run_1/util_map.png
5 x 8 tiles, from white (low) to dark blue (high), 0 to 100% covered.
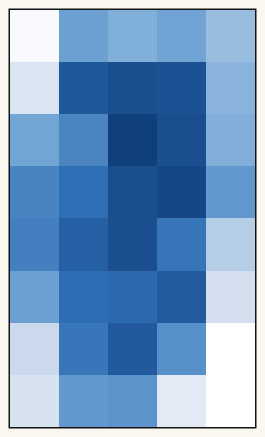
run_1/m3.png
Scale bar: 10 µm.
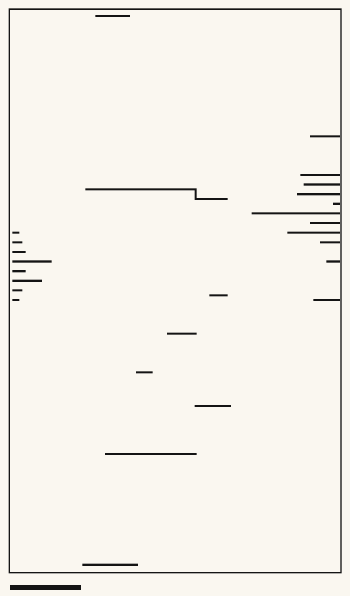
run_1/placed.png
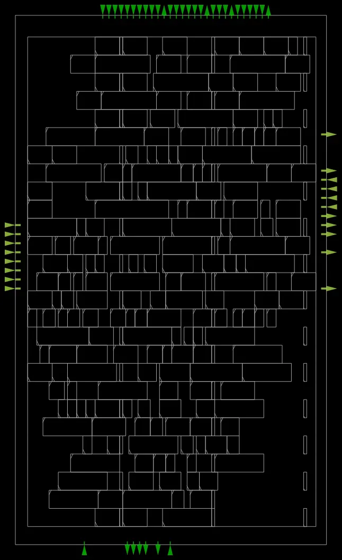
<file path="config.mk">
export PLATFORM = sky130hd
export DESIGN_NAME = reg_arbiter_flat
export DESIGN_NICKNAME = d
export VERILOG_FILES = /design/src/rtl/reg_arbiter_if.sv /design/src/rtl/reg_arbiter.sv /design/src/flat_wrapper.sv
export SDC_FILE = /design/constraint.sdc
export NUM_CORES = 1
export LEC_CHECK = 0
export CORE_ASPECT_RATIO = 1.75
export CORE_MARGIN = 1.5
export CORE_UTILIZATION = 44
export DETAILED_ROUTE_END_ITERATION = 16
export PLACE_DENSITY = 0.83
export SLEW_MARGIN = 10
export SYNTH_ARGS = -nofsm -noshare
export SYNTH_HDL_FRONTEND = slang
export SYNTH_SLANG_ARGS = --single-unit
</file>
<file path="constraint.sdc">
create_clock -name clk -period 2 [get_ports clk]
set_clock_uncertainty 0.15 [all_clocks]
set_input_delay 0.2 -clock clk [delete_from_list [all_inputs] [get_ports clk]]
set_output_delay 0.2 -clock clk [all_outputs]
set_load 0.02 [all_outputs]
</file>
<file path="src/rtl/reg_arbiter_if.sv">
// Shared-register arbiter bus: four requesters with packed write data,
// plus the grant/register outputs returned by the arbiter.
interface reg_arbiter_if #(
  parameter int WIDTH = 8
);
  logic [3:0]         req;
  logic [4*WIDTH-1:0] D;
  logic [3:0]         gnt;
  logic [WIDTH-1:0]   Q;
  logic [1:0]         owner;
  logic               upd;
  logic               busy;

  modport master (
    output req, D,
    input  gnt, Q, owner, upd, busy
  );

  modport slave (
    input  req, D,
    output gnt, Q, owner, upd, busy
  );
endinterface

</file>
<file path="src/rtl/reg_arbiter.sv">
// Four-way round-robin arbiter guarding one shared register with a post-write lock.
// Optional REG_ARBITER_PRIO0_EN: requester 0 always wins and leaves the pointer alone.
module reg_arbiter #(
  parameter int WIDTH    = 8,
  parameter int HOLD_CYC = 2
) (
  input logic          clk,
  input logic          rst,
  reg_arbiter_if.slave bus
);

  typedef enum logic [1:0] {
    IDLE,
    GRANT,
    HOLD
  } state_t;

  state_t           state_q, state_d;
  logic [1:0]       ptr_q, ptr_d;
  logic [1:0]       win_q, win_d;
  logic [7:0]       cnt_q, cnt_d;
  logic [3:0]       gnt_q, gnt_d;
  logic [WIDTH-1:0] q_q, q_d;
  logic [1:0]       owner_q, owner_d;
  logic             upd_q, upd_d;
  logic             busy_q, busy_d;

  logic             hit;
  logic [1:0]       pick;
  logic [1:0]       idx;

  // Winner search: ascend from ptr with wrap, first set request wins.
  always_comb begin
    hit  = 1'b0;
    pick = ptr_q;
    idx  = ptr_q;
`ifdef REG_ARBITER_PRIO0_EN
    if (bus.req[0]) begin
      hit  = 1'b1;
      pick = 2'd0;
    end else begin
      for (int k = 0; k < 4; k++) begin
        idx = ptr_q + 2'(k);
        if (!hit && idx != 2'd0 && bus.req[idx]) begin
          hit  = 1'b1;
          pick = idx;
        end
      end
    end
`else
    for (int k = 0; k < 4; k++) begin
      idx = ptr_q + 2'(k);
      if (!hit && bus.req[idx]) begin
        hit  = 1'b1;
        pick = idx;
      end
    end
`endif
  end

  always_comb begin
    state_d = state_q;
    ptr_d   = ptr_q;
    win_d   = win_q;
    cnt_d   = cnt_q;
    gnt_d   = 4'b0000;
    q_d     = q_q;
    owner_d = owner_q;
    upd_d   = 1'b0;
    busy_d  = busy_q;
    unique case (state_q)
      IDLE: begin
        busy_d = 1'b0;
        if (hit) begin
          state_d = GRANT;
          win_d   = pick;
          gnt_d   = 4'b0001 << pick;
          busy_d  = 1'b1;
`ifdef REG_ARBITER_PRIO0_EN
          if (pick != 2'd0)
            ptr_d = pick + 2'd1;
`else
          ptr_d = pick + 2'd1;
`endif
        end
      end
      GRANT: begin
        q_d     = bus.D[win_q*WIDTH +: WIDTH];
        owner_d = win_q;
        upd_d   = 1'b1;
        if (HOLD_CYC == 0) begin
          state_d = IDLE;
          busy_d  = 1'b0;
        end else begin
          state_d = HOLD;
          cnt_d   = 8'(HOLD_CYC - 1);
          busy_d  = 1'b1;
        end
      end
      HOLD: begin
        if (cnt_q == 8'd0) begin
          state_d = IDLE;
          busy_d  = 1'b0;
        end else begin
          cnt_d = cnt_q - 8'd1;
        end
      end
      default: begin
        state_d = IDLE;
        busy_d  = 1'b0;
      end
    endcase
  end

  always_ff @(posedge clk) begin
    if (rst) begin
      state_q <= IDLE;
      ptr_q   <= 2'd0;
      win_q   <= 2'd0;
      cnt_q   <= 8'd0;
      gnt_q   <= 4'b0000;
      q_q     <= '0;
      owner_q <= 2'd0;
      upd_q   <= 1'b0;
      busy_q  <= 1'b0;
    end else begin
      state_q <= state_d;
      ptr_q   <= ptr_d;
      win_q   <= win_d;
      cnt_q   <= cnt_d;
      gnt_q   <= gnt_d;
      q_q     <= q_d;
      owner_q <= owner_d;
      upd_q   <= upd_d;
      busy_q  <= busy_d;
    end
  end

  assign bus.gnt   = gnt_q;
  assign bus.Q     = q_q;
  assign bus.owner = owner_q;
  assign bus.upd   = upd_q;
  assign bus.busy  = busy_q;

endmodule

</file>
<file path="src/flat_wrapper.sv">
// flat-port wrapper written by rule: the top's interface ports become plain ports
module reg_arbiter_flat 
#(
  parameter int WIDTH    = 8,
  parameter int HOLD_CYC = 2
)
  (clk, rst, bus_req, bus_D, bus_gnt, bus_Q, bus_owner, bus_upd, bus_busy);
  reg_arbiter_if #(.WIDTH(WIDTH)) bus_i ();
  input logic clk;
  input logic rst;
  input wire logic [$bits(bus_i.req)-1:0] bus_req;
  input wire logic [$bits(bus_i.D)-1:0] bus_D;
  output wire logic [$bits(bus_i.gnt)-1:0] bus_gnt;
  output wire logic [$bits(bus_i.Q)-1:0] bus_Q;
  output wire logic [$bits(bus_i.owner)-1:0] bus_owner;
  output wire logic [$bits(bus_i.upd)-1:0] bus_upd;
  output wire logic [$bits(bus_i.busy)-1:0] bus_busy;
  assign bus_i.req = bus_req;
  assign bus_i.D = bus_D;
  assign bus_gnt = bus_i.gnt;
  assign bus_Q = bus_i.Q;
  assign bus_owner = bus_i.owner;
  assign bus_upd = bus_i.upd;
  assign bus_busy = bus_i.busy;
  reg_arbiter #(.WIDTH(WIDTH), .HOLD_CYC(HOLD_CYC)) u_core (.clk(clk), .rst(rst), .bus(bus_i));
endmodule
</file>
==> reports/metrics.csv, run 1 <==
metric;value;unit
largest net degree at the start of global routing;22;
start point of the critical path;u_core.cnt_q[0];
Clk. pwr;0.000596;W
Post-CTS Hold Fix Bufs;0;
I/O pin count;54;
hold path depth;2;
sequential share of power;39.5;%
syn nets;194;
synthesized area;1470;µm²
RSZ-0062 raised after global routing;no;
# resized after CTS;0;
CP Class;reg -> reg;
Avg Inst Size Synth;9.53;µm²
initial antenna violation count;0;
hpwl dp;2870;µm
WHS Endpoint;u_core.bus.owner[1];
Synth Register Bits;30;
RR Endpoint;u_core.cnt_q[6];
Latency at later pin;280;ps
Lkg Pwr;0.772;nW
worst path cell trace;inv_1 -> ha_1 -> nor3b_1 -> a21oi_2 -> buf_4 -> a21boi_0 -> o21ai_1 -> a21oi_1;
die width;46.7;µm
HP Start;u_core.bus.owner[1];
H-tree depth;2;
OpenROAD warning count;27;
Crit path largest cell delay;350;ps
Die Span Y;79.4;µm
first-pass detailed-route iteration total;4;
Gate power share;27.4;%
WL per Instance;14.4;µm
Final Hold Vio Count;0;
max frequency;554;MHz
total power;0.00180;W
MaxCap Viol Count;0;
diodes inserted;0;
Final Max Slew Viols;0;
status;complete, no violations;
area delta synth->final;47.1;%
relative slew slack;66.5;%
Power Combinational;0.000493;W
vias in the first global route;1389;
pwr dens;834;nW/µm²
post-CTS setup buffers;0;
ANT nets after route;0;
via/cell ratio;5.31;
# nets final;251;
Buf/Inv on CP;2;
first-pass GRT wire length;5880;µm
cts bufs inserted;5;
DRT iter0 DRCs;19;
worst-case reg-to-reg path depth;8;
yosys stat cell total;154;
Back to the opening pictures, util_map.png:
emptiest ninth of the die: south-east
mean over tiles: 57%
densest ninth of the die: centre
Init Core Util: 46.2%
Finished Core Util: 68.0%
Placeable Area: 3180 µm²

Back to the opening pictures, m3.png:
nets with wire on the layer: 23
wire length on this layer: 127 µm
main direction: horizontal
share of all routed wire: 3.5%

Back to the opening pictures, placed.png:
Final Instance Count excl. Fillers: 255
# Taps: 43
fillers: 264
flop share of the area: 27.8%
Rows: 27

## run 1: sequential cells by signal (all words and copies together), names as in the netlist
register          count
u_core.bus.Q          8
u_core.cnt_q          8
u_core.bus.gnt        4
u_core.bus.owner      2
u_core.ptr_q          2
u_core.state_q        2
u_core.win_q          2
u_core.bus.busy       1
u_core.bus.upd        1
## run 1: final cells by class
type	count	area, µm²	share of cell area [%]
inverters	5	18.8	0.869
flip-flops and latches	30	601	27.8
clock buffers	6	72.6	3.36
repair buffers	58	568	26.3
well taps	43	53.8	2.49
multi-input cells	111	808	37.4
clock inverters	2	37.5	1.74
## run 1: how the worst max path moves through the flow
stage	to	slack (ps)	depth (start not counted)
after floorplan	u_core.cnt_q[1]	440	7
after CTS	u_core.cnt_q[6]	180	8
final	u_core.cnt_q[6]	200	8
after detailed placement	u_core.ptr_q[1]	70	6
after global placement	u_core.ptr_q[1]	180	6
after global routing	u_core.cnt_q[6]	50	8
## run 1: Yosys cell counts
master | count | share of area [%]
a211oi_1 | 1 | 0.51
a211oi_2 | 1 | 0.85
a21boi_0 | 1 | 0.51
a21o_1 | 1 | 0.51
a21oi_1 | 16 | 5.5
a21oi_2 | 2 | 1.2
and4b_1 | 1 | 0.68
buf_1 | 2 | 0.51
buf_2 | 2 | 0.68
buf_6 | 1 | 0.77
clkbuf_1 | 3 | 0.77
dfxtp_1 | 30 | 41
ha_1 | 2 | 1.7
inv_1 | 5 | 1.3
mux2_4 | 1 | 1.0
mux2i_1 | 2 | 1.4
mux4_2 | 8 | 12
nand2_1 | 26 | 6.6
nand2b_1 | 3 | 1.3
nand3_1 | 1 | 0.34
nand4b_1 | 3 | 1.8
nor2_1 | 15 | 3.8
nor2_2 | 2 | 0.85
nor2b_1 | 3 | 1.3
nor3_1 | 3 | 1.0
nor3_2 | 1 | 0.68
nor3b_1 | 2 | 1.0
nor4_1 | 1 | 0.43
nor4_2 | 1 | 0.85
nor4_4 | 1 | 1.4
o21ai_0 | 3 | 1.0
o21ai_1 | 1 | 0.34
o221a_2 | 1 | 0.77
o31ai_1 | 1 | 0.51
o31ai_4 | 1 | 1.4
o41ai_1 | 1 | 0.60
or2_1 | 1 | 0.43
xnor2_1 | 2 | 1.2
xor2_1 | 2 | 1.2
## run 1: per-layer routing
metal  vias to the layer above  wire length, µm  track usage [%]
li1                        654                -                -
met1                       664             1260             21.0
met2                        30             2220             41.0
met3                         6              126             5.66
met4                         0               63             8.89
met5                         -                0                0
## run 1: through the flow
stage | instances | instance area, µm² | worst slack, ps | hold slack [ps] | utilization (%)
2_1_floorplan | 154 | 1470 | 439 | 243 | -
6_report | 255 | 2160 | 196 | 306 | 68.0
3_3_place_gp | 247 | 2050 | 175 | 292 | 64.5
3_5_place_dp | 247 | 2050 | 68.7 | 301 | 64.5
5_1_grt | 255 | 2160 | 52.9 | 340 | 68.0
4_1_cts | 255 | 2160 | 178 | 309 | 68.0
## run 1: logic make-up (layout without fill, tap and decap cells)
family          count (synthesis)  in the layout  synth area share, %
fa+ha+maj                       2              2                 1.70
xor+xnor                        4              4                 2.39
simple gates                   64             64                 22.6
flops                          30             30                 40.9
mux                            11             11                 14.7
compound gates                 30             30                 13.7
buf+inv                        13             71                 4.01
==> run 2, diff against run 1 <==
--- a/config.mk
+++ b/config.mk
@@ -8,6 +8,7 @@
 export CORE_ASPECT_RATIO = 1.75
 export CORE_MARGIN = 1.5
 export CORE_UTILIZATION = 44
+export CTS_CLUSTER_DIAMETER = 150
 export DETAILED_ROUTE_END_ITERATION = 16
 export PLACE_DENSITY = 0.83
 export SLEW_MARGIN = 10
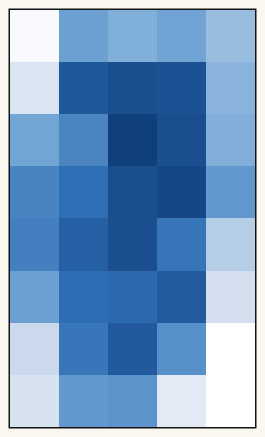
run_2/util_map.png
5 x 8 tiles, from white (low) to dark blue (high), 0 to 100% covered.
fullest tile: 94%
densest ninth of the die: centre
nearly empty tiles: 5.0%
mean over tiles: 57%
emptiest ninth of the die: south-east
tiles over 75% full: 33%

==> reports/metrics.csv, run 2 <==
metric;value;unit;change
Post-synth top cells;dfxtp_1 (30), nand2_1 (26), a21oi_1 (16);;
WL per Instance;14.4;µm;unchanged
Final Instance Count excl. Fillers;255;;unchanged
area taken by flip-flops and latches;601;µm²;unchanged
combinational gate area;808;µm²;unchanged
initial antenna violation count;0;;unchanged
via/cell ratio;5.31;;unchanged
Crit path largest cell delay;350;ps;about the same
cts bufs inserted;5;;unchanged
Post-synth EDFFs;0;;unchanged
Placeable Area;3180;µm²;unchanged
placed cell count;247;;unchanged
status;complete, no violations;;
Final Max Slew Viols;0;;unchanged
MaxCap Viol Count;0;;unchanged
I/O pin count;54;;unchanged
Latency at later pin;280;ps;about the same
Init Core Util;46.2;%;unchanged
pwr dens;834;nW/µm²;unchanged
DRT iter0 DRCs;19;;unchanged
ANT nets after route;0;;unchanged
Final Hold Vio Count;0;;unchanged
vias in the first global route;1389;;unchanged
Lkg Pwr;0.772;nW;unchanged
yosys stat cell total;154;;unchanged
Synth Register Bits;30;;unchanged
first-pass GRT wire length;5880;µm;unchanged
# resized after CTS;0;;unchanged
post-CTS setup buffers;0;;unchanged
async set-reset flop share out of synthesis;0;%;unchanged
Synth Flop Type;dfxtp_1;;
hpwl dp;2870;µm;unchanged
Avg Inst Size Synth;9.53;µm²;unchanged
worst path cell trace;inv_1 -> ha_1 -> nor3b_1 -> a21oi_2 -> buf_4 -> a21boi_0 -> o21ai_1 -> a21oi_1;;
Main area contributors;dfxtp_1 (41%), mux4_2 (12%), nand2_1 (6.6%);;
area leader, netlist;dfxtp_1;;
area delta synth->final;47.1;%;unchanged
RSZ-0062 raised after global routing;no;;
die width;46.7;µm;unchanged
Die Span Y;79.4;µm;unchanged
H-tree depth;2;;unchanged
max frequency;554;MHz;unchanged
Post-CTS Hold Fix Bufs;0;;unchanged
Rows;27;;unchanged
Max-area cell share;40.9;%;unchanged
fillers;264;;unchanged
dpl ws;68.7;ps;unchanged
dominant cell by count in the synthesized netlist;dfxtp_1;;
syn nets;194;;unchanged
fin worst setup slack;196;ps;unchanged
first-pass detailed-route iteration total;4;;unchanged
synthesized area;1470;µm²;unchanged
run 2: worst paths after layout:
check	from	to	slack [ps]	depth (start not counted)
max	u_core.cnt_q[0]	u_core.cnt_q[6]	200	8
min	u_core.bus.owner[1]	u_core.bus.owner[1]	310	2
max reg2reg	u_core.cnt_q[0]	u_core.cnt_q[6]	200	8
min reg2reg	u_core.bus.owner[1]	u_core.bus.owner[1]	310	2
run 2: area by class of cell:
type	instances	area share, %
multi-input cells	111	37.4
flip-flops and latches	30	27.8
well taps	43	2.49
clock buffers	6	3.36
repair buffers	58	26.3
inverters	5	0.869
clock inverters	2	1.74
run 2: stage by stage:
step	total power, W	cell area, µm²	hold WS, ps
2_1_floorplan	0.00101	1470	243
3_5_place_dp	0.00122	2050	301
6_report	0.00180	2160	306
4_1_cts	0.00181	2160	309
3_3_place_gp	0.00120	2050	292
5_1_grt	0.00189	2160	340
run 2: report_power, final:
group,leakage (nW),switching [W],internal [W]
sequential,0.245,0.0000556,0.000656
clock,0.0514,0.000225,0.000371
combinational,0.476,0.000228,0.000265
total,0.772,0.000509,0.00129
run 2: critical path, delay by kind of cell (launching register included):
family	cells	cell delay [ps]
AND-OR/OR-AND	4	610
flip-flops	1	350
buffers and inverters	2	280
adder cells (fa/ha/maj)	1	200
AND/OR/NAND/NOR	1	150
run 2: routing by layer:
metal | vias up | global-route usage [%] | wire (µm)
li1 | 654 | - | -
met1 | 664 | 21.0 | 1260
met2 | 30 | 41.0 | 2220
met3 | 6 | 5.66 | 126
met4 | 0 | 8.89 | 63
met5 | - | 0 | 0
run 2: logic make-up after synthesis:
kind of cell               synth area share, %
and+or+nand+nor                           22.6
AOI/OAI and AO/OA                         13.7
DFF                                       40.9
buffers and inverters                     4.01
muxes                                     14.7
xor gates and xnor gates                  2.39
adders and majority gates                 1.70
Power is estimated from default activity; no workload was simulated.
